File: config.mk
export PLATFORM = sky130hd
export DESIGN_NAME = klein_64_dec
export DESIGN_NICKNAME = d
export VERILOG_FILES = /design/src/rtl/klein_pkg.sv /design/src/rtl/klein_64_dec_sbox_inv.sv /design/src/rtl/klein_64_dec.sv
export SDC_FILE = /design/constraint.sdc
export NUM_CORES = 1
export LEC_CHECK = 0
export ABC_CLOCK_PERIOD_IN_PS = 11950
export CAP_MARGIN = 15
export CORE_MARGIN = 5
export CORE_UTILIZATION = 50
export DETAILED_ROUTE_END_ITERATION = 6
export HOLD_SLACK_MARGIN = 0.05
export PLACE_DENSITY_LB_ADDON = 0.15
export SLEW_MARGIN = 10
export SYNTH_ARGS = -nofsm -noshare
export SYNTH_HDL_FRONTEND = slang
export SYNTH_HIERARCHICAL = 1
export SYNTH_SLANG_ARGS = --single-unit
File: constraint.sdc
create_clock -name ck -period 11.95 [get_ports ck]
set_input_delay 3.585 -clock ck [delete_from_list [all_inputs] [get_ports ck]]
set_output_delay 3.585 -clock ck [all_outputs]
set_load 0.1 [all_outputs]
File: src/rtl/klein_pkg.sv
// KLEIN-64 shared package: round count, 4-bit S-box tables, GF(2^8)
// helpers, InvMix/InvRotate layers, forward/inverse key-step functions
// and the control state enum. Imported by the decryptor and the encryptor.
//
// Vectors are MSB-first: byte 0 of a 64-bit word is [63:56], the left
// 32-bit half is [63:32], the right half is [31:0].
package klein_pkg;

  localparam int unsigned KLEIN_ROUNDS = 12;
  localparam logic [3:0]  RC_FIRST     = 4'd1;
  localparam logic [3:0]  RC_LAST      = 4'(KLEIN_ROUNDS);

  // Nibble n of the table sits at bits [4n+3:4n]. The KLEIN S-box is an
  // involution, so both tables hold the same values.
  localparam logic [63:0] SBOX_TBL     = 64'h5DE8_623C_0BF1_9A47;
  localparam logic [63:0] SBOX_INV_TBL = 64'h5DE8_623C_0BF1_9A47;

  typedef enum logic [1:0] {
    ST_IDLE   = 2'd0,
    ST_KEYEXP = 2'd1,
    ST_DEC    = 2'd2,
    ST_DONE   = 2'd3
  } klein_state_e;

  function automatic logic [3:0] sbox4(input logic [3:0] n);
    return SBOX_TBL[{n, 2'b00} +: 4];
  endfunction

  function automatic logic [3:0] sbox_inv4(input logic [3:0] n);
    return SBOX_INV_TBL[{n, 2'b00} +: 4];
  endfunction

  function automatic logic [7:0] xtime(input logic [7:0] b);
    return {b[6:0], 1'b0} ^ (b[7] ? 8'h1B : 8'h00);
  endfunction

  function automatic logic [7:0] gmul(input logic [7:0] a, input logic [7:0] b);
    logic [7:0] acc;
    logic [7:0] p;
    acc = '0;
    p   = a;
    for (int i = 0; i < 8; i++) begin
      if (b[i]) acc = acc ^ p;
      p = xtime(p);
    end
    return acc;
  endfunction

  // Inverse of the AES-style column mix: circulant (0e 0b 0d 09).
  function automatic logic [31:0] inv_mix_col(input logic [31:0] c);
    logic [7:0] c0, c1, c2, c3;
    c0 = c[31:24];
    c1 = c[23:16];
    c2 = c[15:8];
    c3 = c[7:0];
    return {gmul(c0, 8'h0E) ^ gmul(c1, 8'h0B) ^ gmul(c2, 8'h0D) ^ gmul(c3, 8'h09),
            gmul(c0, 8'h09) ^ gmul(c1, 8'h0E) ^ gmul(c2, 8'h0B) ^ gmul(c3, 8'h0D),
            gmul(c0, 8'h0D) ^ gmul(c1, 8'h09) ^ gmul(c2, 8'h0E) ^ gmul(c3, 8'h0B),
            gmul(c0, 8'h0B) ^ gmul(c1, 8'h0D) ^ gmul(c2, 8'h09) ^ gmul(c3, 8'h0E)};
  endfunction

  function automatic logic [63:0] inv_mix(input logic [63:0] s);
    return {inv_mix_col(s[63:32]), inv_mix_col(s[31:0])};
  endfunction

  // Undo the 2-byte left nibble rotation of the forward round.
  function automatic logic [63:0] inv_rot(input logic [63:0] s);
    return {s[15:0], s[63:16]};
  endfunction

  // Forward key step: byte-rotate halves, Feistel swap, round constant
  // into byte 2, S-box on bytes 5 and 6.
  function automatic logic [63:0] fk(input logic [63:0] k, input logic [3:0] i);
    logic [31:0] a, b;
    logic [63:0] n;
    a = {k[55:32], k[63:56]};
    b = {k[23:0],  k[31:24]};
    n = {b, a ^ b};
    n[47:40] = n[47:40] ^ {4'd0, i};
    for (int j = 2; j < 6; j++) n[4*j +: 4] = sbox4(n[4*j +: 4]);
    return n;
  endfunction

  // Linear tail of the inverse key step; the caller has already undone
  // the S-box on bytes 5 and 6.
  function automatic logic [63:0] ik_lin(input logic [63:0] k, input logic [3:0] i);
    logic [63:0] t;
    logic [31:0] ar, br;
    t        = k;
    t[47:40] = t[47:40] ^ {4'd0, i};
    ar       = t[31:0] ^ t[63:32];
    br       = t[63:32];
    return {ar[7:0], ar[31:8], br[7:0], br[31:8]};
  endfunction

  function automatic logic [63:0] ik(input logic [63:0] k, input logic [3:0] i);
    logic [63:0] t;
    t = k;
    for (int j = 2; j < 6; j++) t[4*j +: 4] = sbox_inv4(t[4*j +: 4]);
    return ik_lin(t, i);
  endfunction

endpackage

File: src/rtl/klein_64_dec_sbox_inv.sv
// klein_sbox_inv: 4-bit KLEIN inverse S-box lookup (purely combinational).
// Ports: din [3:0] nibble in, dout [3:0] substituted nibble out.
module klein_sbox_inv
  import klein_pkg::*;
(
  input  logic [3:0] din,
  output logic [3:0] dout
);

  assign dout = sbox_inv4(din);

endmodule

File: src/rtl/klein_64_dec.sv
// klein_64_dec: iterative KLEIN-64 decryption core. Expands the master key
// forward to K13 (12 clocks), then runs 12 inverse rounds (one per clock)
// while stepping the key schedule backwards to K1.
//
// Ports:
//   ck    rising-edge clock
//   rst   asynchronous active-high reset
//   start request, sampled only in IDLE/DONE
//   inp   64-bit ciphertext, captured on the accepted start
//   key   64-bit master key, captured on the accepted start
//   busy  high during key expansion and decryption
//   ready high in DONE (out valid)
//   out   64-bit plaintext, held until the next accepted start
//
// Optional feature macro: KLEIN_DEC_KEYCACHE_EN caches K13 of the last
// expanded master key; a repeated key skips the expansion (12-cycle path).
module klein_64_dec
  import klein_pkg::*;
(
  input  logic        ck,
  input  logic        rst,
  input  logic        start,
  input  logic [63:0] inp,
  input  logic [63:0] key,
  output logic        busy,
  output logic        ready,
  output logic [63:0] out
);

  klein_state_e state_q, state_d;
  logic [63:0]  sreg_q, sreg_d;
  logic [63:0]  kreg_q, kreg_d;
  logic [63:0]  creg_q, creg_d;
  logic [63:0]  out_q, out_d;
  logic [3:0]   rc_q, rc_d;
  logic         busy_q, busy_d;
  logic         ready_q, ready_d;
`ifdef KLEIN_DEC_KEYCACHE_EN
  logic [63:0]  kcache_q, kcache_d;
  logic [63:0]  kcache_tag_q, kcache_tag_d;
  logic         kcache_vld_q, kcache_vld_d;
`endif

  logic [63:0]  kexp_next;
  logic [63:0]  k_isb;
  logic [63:0]  kdec_next;
  logic [63:0]  d_rot;
  logic [63:0]  d_sub;
  logic [63:0]  dec_next;

  assign kexp_next = fk(kreg_q, rc_q);

  // Inverse key step: only bytes 5 and 6 pass through the S-box.
  assign k_isb[63:24] = kreg_q[63:24];
  assign k_isb[7:0]   = kreg_q[7:0];
  for (genvar g = 0; g < 4; g++) begin : g_key_sb
    klein_sbox_inv u_sb (
      .din  (kreg_q[8+4*g +: 4]),
      .dout (k_isb[8+4*g +: 4])
    );
  end
  assign kdec_next = ik_lin(k_isb, rc_q);

  // Inverse round: InvMix, InvRotate, inverse S-box, add previous round key.
  assign d_rot = inv_rot(inv_mix(sreg_q));
  for (genvar g = 0; g < 16; g++) begin : g_data_sb
    klein_sbox_inv u_sb (
      .din  (d_rot[4*g +: 4]),
      .dout (d_sub[4*g +: 4])
    );
  end
  assign dec_next = d_sub ^ kdec_next;

  always_comb begin
    state_d = state_q;
    sreg_d  = sreg_q;
    kreg_d  = kreg_q;
    creg_d  = creg_q;
    out_d   = out_q;
    rc_d    = rc_q;
`ifdef KLEIN_DEC_KEYCACHE_EN
    kcache_d     = kcache_q;
    kcache_tag_d = kcache_tag_q;
    kcache_vld_d = kcache_vld_q;
`endif
    case (state_q)
      ST_IDLE, ST_DONE: begin
        if (start) begin
`ifdef KLEIN_DEC_KEYCACHE_EN
          if (kcache_vld_q && (key == kcache_tag_q)) begin
            sreg_d  = inp ^ kcache_q;
            kreg_d  = kcache_q;
            rc_d    = RC_LAST;
            state_d = ST_DEC;
          end else begin
            creg_d       = inp;
            kreg_d       = key;
            rc_d         = RC_FIRST;
            state_d      = ST_KEYEXP;
            // Tag is taken now; the entry only becomes valid once K13 exists.
            kcache_tag_d = key;
            kcache_vld_d = 1'b0;
          end
`else
          creg_d  = inp;
          kreg_d  = key;
          rc_d    = RC_FIRST;
          state_d = ST_KEYEXP;
`endif
        end
      end
      ST_KEYEXP: begin
        kreg_d = kexp_next;
        if (rc_q == RC_LAST) begin
          // Final whitening key K13 is applied before the first inverse round.
          sreg_d  = creg_q ^ kexp_next;
          rc_d    = RC_LAST;
          state_d = ST_DEC;
`ifdef KLEIN_DEC_KEYCACHE_EN
          kcache_d     = kexp_next;
          kcache_vld_d = 1'b1;
`endif
        end else begin
          rc_d = rc_q + 4'd1;
        end
      end
      ST_DEC: begin
        sreg_d = dec_next;
        kreg_d = kdec_next;
        if (rc_q == RC_FIRST) begin
          out_d   = dec_next;
          state_d = ST_DONE;
        end else begin
          rc_d = rc_q - 4'd1;
        end
      end
      default: state_d = ST_IDLE;
    endcase
    busy_d  = (state_d == ST_KEYEXP) || (state_d == ST_DEC);
    ready_d = (state_d == ST_DONE);
  end

  always_ff @(posedge ck or posedge rst) begin
    if (rst) begin
      state_q <= ST_IDLE;
      sreg_q  <= '0;
      kreg_q  <= '0;
      creg_q  <= '0;
      out_q   <= '0;
      rc_q    <= '0;
      busy_q  <= 1'b0;
      ready_q <= 1'b0;
`ifdef KLEIN_DEC_KEYCACHE_EN
      kcache_q     <= '0;
      kcache_tag_q <= '0;
      kcache_vld_q <= 1'b0;
`endif
    end else begin
      state_q <= state_d;
      sreg_q  <= sreg_d;
      kreg_q  <= kreg_d;
      creg_q  <= creg_d;
      out_q   <= out_d;
      rc_q    <= rc_d;
      busy_q  <= busy_d;
      ready_q <= ready_d;
`ifdef KLEIN_DEC_KEYCACHE_EN
      kcache_q     <= kcache_d;
      kcache_tag_q <= kcache_tag_d;
      kcache_vld_q <= kcache_vld_d;
`endif
    end
  end

  assign busy  = busy_q;
  assign ready = ready_q;
  assign out   = out_q;

endmodule
**Run 1: placed cells, one colour a class**

Drawn at 1 px/µm.
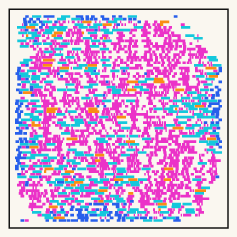
[all other logic] magenta | cells: 1844 | share of their area: 59%
[clock drivers and dummy loads] orange | cells: 60 | share of their area: 5.1%
[flops] cyan | cells: 264 | share of their area: 28%
[other buffers and delay cells] blue | cells: 209 | share of their area: 8.6%
placeable core region: 0.0428 mm²
sequential portion of the cell area: 26.8%
fin util: 57.6%

**Run 1: local utilization**

Drawn at 1.5 px/µm. 22 x 22 tiles, from black (low) to pale yellow (high), 0 to 100% covered.
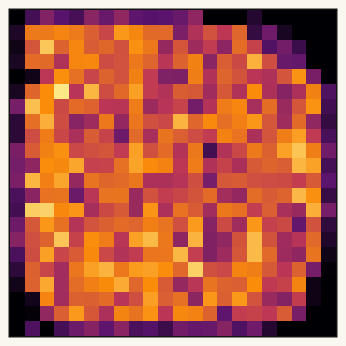
tiles over 75% full: 12%
mean over tiles: 51%
fullest tile: 95%
emptiest ninth of the die: top right
fp_density: 50.2%

**Run 1: ports around the boundary**

Drawn at 1.5 px/µm. Pins as bars across the die edge, other pins in grey.
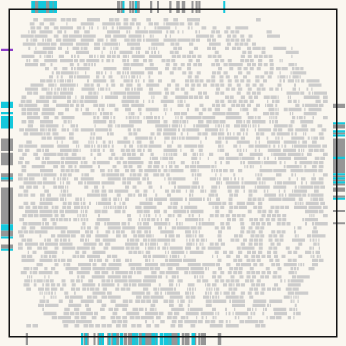
[ck] purple | pins: 1 | direction: input | edge: left
[inp] cyan | pins: 64 | direction: input | edge: 26 bottom, 16 left, 14 top, 8 right
quantity of I/O buffers inserted on ports: 196
floorplan die width: 217 µm
Die Height: 217 µm

**Run 1: the clock network**

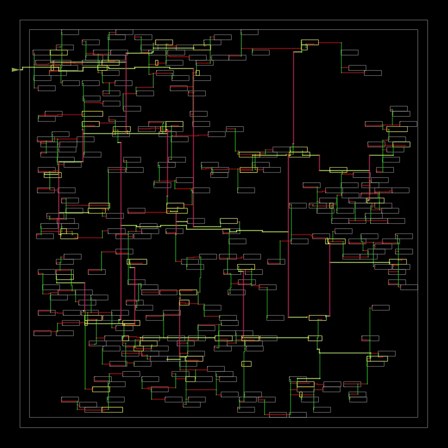
Max Clock Skew: 0.0285 ns
count of sequential standard cells: 264
count of clock-net buffers in the final layout: 45
number of buffers added by the clock tree synthesis step: 34
latest clock arrival within the worst-skew pair: 0.58 ns

## run 1: logic make-up after synthesis
logic type,count (synthesis),synth area share (%)
AND-OR/OR-AND,483,13.6
XOR/XNOR,612,25.3
adder cells (fa/ha/maj),117,6.81
buffers and inverters,251,5.53
flip-flops,264,30.7
multiplexers,193,11.1
AND/OR/NAND/NOR,360,6.85
## run 1: worst min-delay path by stage
stage	from	end	cells after the start
4_1_cts	out[40]	out[40]	2
2_1_floorplan	creg_q[11]	creg_q[11]	1
3_5_place_dp	out[40]	out[40]	2
6_report	out[40]	out[40]	2
3_3_place_gp	out[27]	out[27]	2
5_1_grt	out[42]	out[42]	2
## run 1: cells in the mapped netlist (3+ instances only)
| cell type | instances |
|---|---|
| o22ai_1 | 6 |
| xor2_2 | 3 |
| buf_6 | 25 |
| o21a_1 | 25 |
| buf_2 | 21 |
| dfrtp_1 | 264 |
| a21oi_1 | 146 |
| o21ai_1 | 21 |
| ha_1 | 117 |
| a31oi_1 | 3 |
| buf_4 | 8 |
| and3b_1 | 3 |
| mux4_2 | 3 |
| clkbuf_1 | 110 |
| o31ai_1 | 5 |
| o211ai_1 | 23 |
| buf_1 | 7 |
| mux2i_1 | 92 |
| nand3_1 | 13 |
| mux4_1 | 20 |
| nand2_1 | 180 |
| a211oi_1 | 12 |
| a21boi_0 | 4 |
| inv_1 | 76 |
| nor2_1 | 128 |
| mux2_2 | 78 |
| o21ai_0 | 151 |
| nor3_1 | 7 |
| nor4_1 | 22 |
| xor2_1 | 183 |
| xnor2_1 | 422 |
| a221oi_1 | 79 |
## run 1: layout make-up
class	instances	share of cell area, %
antenna	1	0.0102
clock inverter	15	1.13
clock buffer	45	3.82
sequential	264	26.8
multi-input combinational	1765	55.8
tap	546	2.77
timing repair buffer	209	8.40
inverter	79	1.23
## run 1: state kept, by name, indices dropped and copies added, names as in the netlist
signal and flops:
busy 1, state_q 2, kreg_q 64, creg_q 64, out 64, ready 1
sreg_q 64, rc_q 4
## run 1: per-stage QoR
step / cell area, µm² / setup WS [ns] / hold slack [ns]
global placement: 23400 / 6.37 / 0.462
global route: 24600 / 6.23 / 0.512
floorplan: 21500 / 1.10 / 0.488
CTS: 24600 / 6.24 / 0.482
finish: 24600 / 6.27 / 0.477
detailed placement: 23400 / 6.34 / 0.470
## run 1: routing by layer
| metal | vias up | part of all wire [%] | track usage [%] |
|---|---|---|---|
| met5 | - | 0.088 | 1.04 |
| met3 | 152 | 8.4 | 5.37 |
| met2 | 793 | 43 | 45.1 |
| li1 | 7933 | - | - |
| met4 | 2 | 4.6 | 12.6 |
| met1 | 8552 | 44 | 43.5 |
==> flow.log, run 1 <==
[metrics] run summary
INFO  metric enable_flop_cells = 0
INFO  metric cts_setup_buffers = 0
INFO  metric yosys_cells = 2280
INFO  metric cts.sink_count = between 200 and 300
INFO  metric post_cts_resize_count = 0
INFO  metric path_clk_slew = around 0.060 ns
INFO  metric num-fill-cells = between 3000 and 4000
INFO  metric post_drt_wl_per_cell = ~25 µm
INFO  metric finalHoldViolCount = 0
INFO  metric rsz_0062_raised_after_global_routing = false
INFO  metric syn-instance-count = between 2000 and 2500
INFO  metric timing.critical_path.fanout_max = 2
INFO  metric first_global_vias = 16894
INFO  metric pin_count_of_the_biggest_net_entering_global_routing = approximately 160
INFO  metric final_layout_top_logic_cell = xnor2_1
INFO  metric worstReg2RegStart = sreg_q[62]
INFO  metric setup_viol = 0
INFO  metric synthDistinctLibCells = 51
INFO  metric post_synth_main_area_contributors = dfrtp_1, xnor2_1, xor2_1, ha_1, mux2i_1
INFO  metric timing.setup.tns = 0 ns
INFO  metric flop_area = ~0.0066 mm²
INFO  metric mappedNetlistArea = around 0.021 mm²
INFO  metric ys_ff = 264
INFO  metric number_of_buffers_on_the_longest_clock_path = 3
INFO  metric critical_path_buf_inv_count = 1
INFO  metric synth.largest_area_cell = dfrtp_1
INFO  metric place.detailed.instances = between 2000 and 3000
INFO  metric yosys_warnings = 6
INFO  metric synth.net_count = around 2500
INFO  metric critical_path_depth_in_cells = 1
INFO  metric design.final.nets = roughly 2600
INFO  metric chip_area = roughly 0.047 mm²
INFO  metric worst-r2r-setup-slack = 6.94 ns
INFO  metric crit_path_max_incr_delay = between 1 and 1.5 ns
INFO  metric lay_top_cells = xnor2_1, dfrtp_1, clkdlybuf4s50_1
INFO  metric floorplan.io_pins = approximately 200
INFO  metric max_slew.worst_pin.slew = ~1.2 ns
INFO  metric end_kind = output port
INFO  metric fin_cells = 2924
INFO  metric critPathArrivalTime = 2.09 ns
INFO  metric reg2reg_to = sreg_q[23]
INFO  metric status = finished clean
INFO  metric grt_overflow = 0
INFO  metric detail_route.iter0.violations = just under 2000
INFO  metric ys_chip_area = 0.0215 mm²
INFO  metric clock.fmax = 176 MHz
INFO  metric postSynthSeqShare = approximately 30%
INFO  metric route.vias.total = about 17000
INFO  metric cts-htree-levels = 2
INFO  metric r2r_depth = 12
INFO  metric fin_crit = approximately 5.7 ns
INFO  metric timing_worst_setup_path_type = reg -> out
INFO  metric path_delay_family = buffers and inverters
INFO  metric worst_setup_path_start_kind = flip-flop
INFO  metric mi_logic_area = 0.0137 mm²
INFO  metric hold_path_class = reg -> reg
INFO  metric crit_end = out[62]
INFO  metric ctsRootBufferMaster = clkbuf_16
INFO  metric syn-mean-instance-area = around 9.4 µm²
INFO  metric maxCapViolCount = 0
INFO  metric yosys_most_used_dff = dfrtp_1
INFO  metric placementRows = roughly 76
INFO  metric synthToLayoutAreaGrowth = 14.6%
INFO  metric detailedPlacementHpwl = around 56000 µm
INFO  metric finalWirelength = between 70000 and 80000 µm
INFO  metric slew_violations = 0
INFO  metric ys_async_sr_fraction = 100%
INFO  metric number_of_antenna_violations_at_the_first_check_in_global_routing = 0
INFO  metric tool_warnings = ~120
INFO  metric final_antenna_net_count = 0
INFO  metric period_used_share = a little under half
INFO  metric hold_buffers = 0
INFO  metric grt_util_all_layers = a little under a third
INFO  metric slowest_stage = clkdlybuf4s50_1
INFO  metric grt_first_pass_wirelength = 108000 µm
INFO  metric cp-startpoint = out[62]
INFO  metric post-synth-top-area-fraction = between 30% and 40%
INFO  metric detail_route.first_pass.iterations = 5
INFO  metric vias_per_cell = roughly 6.0
INFO  metric relSlewSlack = ~17%
INFO  metric worstPathCellList = clkdlybuf4s50_1
INFO  metric layout_cells_sized_above_1 = 6.86%
INFO  metric critical_path_required = 8.37 ns
INFO  metric gp_congestion = ~0.99
INFO  metric tritoncts = yes
INFO  metric detail_route.drc_violations = 0
==> run 2, diff against run 1 <==
ABC_CLOCK_PERIOD_IN_PS = 5360   (was 11950)
clock period = 5.36 ns   (was 11.95 ns; I/O delays follow)
==> run 2 against run 1 <==
Critical path type is now reg -> reg. Worst hold slack improved by 0.00082 ns. Worst setup slack lost 5.4 ns. Largest cell class unchanged. Die area did not move.
==> flow.log, run 2 <==
[metrics] run summary
INFO  metric worstPathCellList = xor2_1 > xor2_1 > xnor2_1 > xnor2_1 > xnor2_1 > inv_1 > ha_1 > mux4_1 > xnor2_1 > a21oi_1 > mux2_2
INFO  metric detail_route.first_pass.iterations = 6
INFO  metric design.final.nets = approximately 2600
INFO  metric relSlewSlack = between 10% and 20%
INFO  metric ys_ff = 264
INFO  metric slew_violations = 0
INFO  metric place.port_buffers = 196
INFO  metric hold_start = out[27]
INFO  metric mappedNetlistArea = about 0.021 mm²
INFO  metric grt_overflow = 0
INFO  metric rsz_0062_raised_after_global_routing = false
INFO  metric hold_slack = 0.478 ns
INFO  metric post_drt_wl_per_cell = between 20 and 30 µm
INFO  metric crit_path_max_incr_delay = 0.71 ns
INFO  metric hold_buffers = 0
INFO  metric worstReg2RegStart = sreg_q[14]
INFO  metric lay_top_cells = xnor2_1, dfrtp_1, clkdlybuf4s50_1
INFO  metric floorplan.core_area = between 0.04 and 0.05 mm²
INFO  metric placementRows = ~76
INFO  metric post_synth_main_area_contributors = dfrtp_1, xnor2_1, xor2_1, ha_1, mux2i_1
INFO  metric timing.setup.tns = 0 ns
INFO  metric die_width = between 200 and 250 µm
INFO  metric slowest_stage = xor2_1
INFO  metric enable_flop_cells = 0
INFO  metric antennaDiodeCount = 0
INFO  metric post-synth-top-area-fraction = 30.7%
INFO  metric number_of_antenna_violations_at_the_first_check_in_global_routing = 1
INFO  metric vias_per_cell = ~6
INFO  metric die-height = about 220 µm
INFO  metric netlist_top_cells_count = xnor2_1, dfrtp_1, xor2_1, nand2_1, o21ai_0
INFO  metric path_clk_slew = roughly 0.06 ns
INFO  metric fp-utilization = roughly half
INFO  metric yosys_cells = between 2000 and 2500
INFO  metric post_cts_resize_count = 0
INFO  metric end_kind = flip-flop
INFO  metric placement.cell_area = 0.0236 mm²
INFO  metric timing.critical_path.fanout_max = 8
INFO  metric ctsRootBufferMaster = clkbuf_16
INFO  metric status = finished clean
INFO  metric hold_path_class = reg -> reg
INFO  metric synthToLayoutAreaGrowth = 15.3%
INFO  metric yosys_warnings = 6
INFO  metric fin_crit = 4.50 ns
INFO  metric detailedPlace.worstSlack = around 0.99 ns
INFO  metric synth.net_count = roughly 2500
INFO  metric reg2reg_to = sreg_q[7]
INFO  metric syn-instance-count = between 2000 and 2500
INFO  metric final_antenna_net_count = 0
INFO  metric min_to = out[27]
INFO  metric ys_async_sr_fraction = 100%
INFO  metric gp_congestion = between 0.9 and 1
INFO  metric yosys_most_used_dff = dfrtp_1
INFO  metric synthDistinctLibCells = roughly 51
INFO  metric detail_route.iter0.violations = 1738
INFO  metric cts-htree-levels = 2
INFO  metric floorplan.io_pins = slightly below 200
INFO  metric worst_clock_skew = between 0.02 and 0.03 ns
INFO  metric timing.final.ws_setup = 0.864 ns
INFO  metric postSynthSeqShare = around 31%
INFO  metric syn-mean-instance-area = ~9.4 µm²
INFO  metric first_global_vias = approximately 17000
INFO  metric setup_viol = 0
INFO  metric clock.fmax = 222 MHz
INFO  metric layout_cells_sized_above_1 = between 7 and 8%
INFO  metric finalHoldViolCount = 0
INFO  metric detail_route.drc_violations = 0
INFO  metric critical_path_required = between 5 and 6 ns
INFO  metric final_layout_top_logic_cell = xnor2_1
INFO  metric worst_setup_path_start_kind = flip-flop
INFO  metric cts.sink_count = between 200 and 300
INFO  metric tritoncts = yes
INFO  metric worst-r2r-setup-slack = slightly below 0.9 ns
INFO  metric cts_inserted_buffers = 34
INFO  metric min_path_cells = 2
INFO  metric tool_warnings = 116
INFO  metric period_used_share = ~84%
INFO  metric cts_setup_buffers = 0
INFO  metric maxCapViolCount = 0
INFO  metric top_cell = xnor2_1
INFO  metric detailedPlacementHpwl = just over 60000 µm
INFO  metric grt_first_pass_wirelength = 113000 µm
INFO  metric critPathMostFrequentCell = xnor2_1
INFO  metric number_of_buffers_on_the_longest_clock_path = 3
INFO  metric pin_count_of_the_biggest_net_entering_global_routing = approximately 90
INFO  metric critPathArrivalTime = just under 5 ns
INFO  metric max_slew.worst_pin.slew = approximately 1.2 ns
INFO  metric synth.largest_area_cell = dfrtp_1
INFO  metric chip_area = roughly 0.047 mm²
INFO  metric r2r_depth = 11
INFO  metric timing_worst_setup_path_type = reg -> reg
INFO  metric clock_insertion_delay_worst_skew = between 0.5 and 0.6 ns
INFO  metric ys_chip_area = 0.0215 mm²
## run 2: worst max-delay path, delay by kind of cell (launching register included)
family,cells,cell delay [ns]
fa+ha+maj,1,0.38
compound gates,1,0.16
flops,1,0.63
buf+inv,1,0.17
mux,2,0.87
xor+xnor,6,2.15
## run 2: layer usage
layer,share of wire [%],GRT usage [%],up-vias
met5,0.012,0,-
met2,44,48.8,800
met3,7.6,5.15,163
met1,44,46.7,8657
li1,-,-,7968
met4,4.5,12.4,2
## run 2: how the worst max path moves through the flow
stage / from / end / slack, ns / cells past startpoint
2_1_floorplan: rst / busy / 0.27 / 1
3_3_place_gp: sreg_q[13] / sreg_q[7] / 1.0 / 11
3_5_place_dp: sreg_q[14] / sreg_q[7] / 0.99 / 11
4_1_cts: sreg_q[14] / sreg_q[7] / 0.96 / 11
5_1_grt: sreg_q[14] / sreg_q[11] / 0.65 / 12
6_report: sreg_q[14] / sreg_q[7] / 0.86 / 11
## run 2: cell families (layout without fill, tap and decap cells)
family | Yosys count | after routing | share of synthesized area, %
and+or+nand+nor | 360 | 360 | 6.85
DFF | 264 | 264 | 30.7
AOI/OAI and AO/OA | 483 | 483 | 13.6
muxes | 193 | 193 | 11.1
adders and majority gates | 117 | 117 | 6.81
xor gates and xnor gates | 612 | 612 | 25.3
buffers and inverters | 251 | 368 | 5.53
## run 2: metrics by stage
step,instances,util (%)
after floorplan,2280,-
after global placement,2881,55.1
after global routing,2943,57.9
after CTS,2943,57.9
after detailed placement,2881,55.1
final,2943,57.9
## run 2: layout make-up
| cell class | count | area [µm²] |
|---|---|---|
| clock buffer | 49 | 1010 |
| clock inverter | 13 | 199 |
| fill | 3815 | 18000 |
| inverter | 79 | 300 |
| multi-input combinational | 1765 | 13800 |
| sequential | 264 | 6610 |
| tap | 546 | 683 |
| timing repair buffer | 227 | 2230 |
**Run 2: signal wires by layer**

Drawn at 1 px/µm.
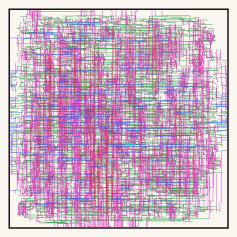
[met5] cyan | wire length: 9.20 µm
[met2] magenta | wire length: 34.0 mm
[met4] red | wire length: 3490 µm
[met1] green | wire length: 34.3 mm
[met3] blue | wire length: 5870 µm
gr usage total: 32.2%
routed wire length: 77600 µm
DR vias: 17590

**Run 2: placed cells, one colour a class**

Drawn at 1 px/µm.
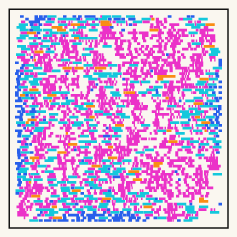
[other buffers and delay cells] blue | cells: 227 | share of their area: 9.3%
[flops] cyan | cells: 264 | share of their area: 27%
[clock drivers and dummy loads] orange | cells: 62 | share of their area: 5.0%
[all other logic] magenta | cells: 1844 | share of their area: 58%
fin util: 57.9%
sequential portion of the cell area: 26.7%
summed area of non-filler cells in the final layout: 0.0248 mm²

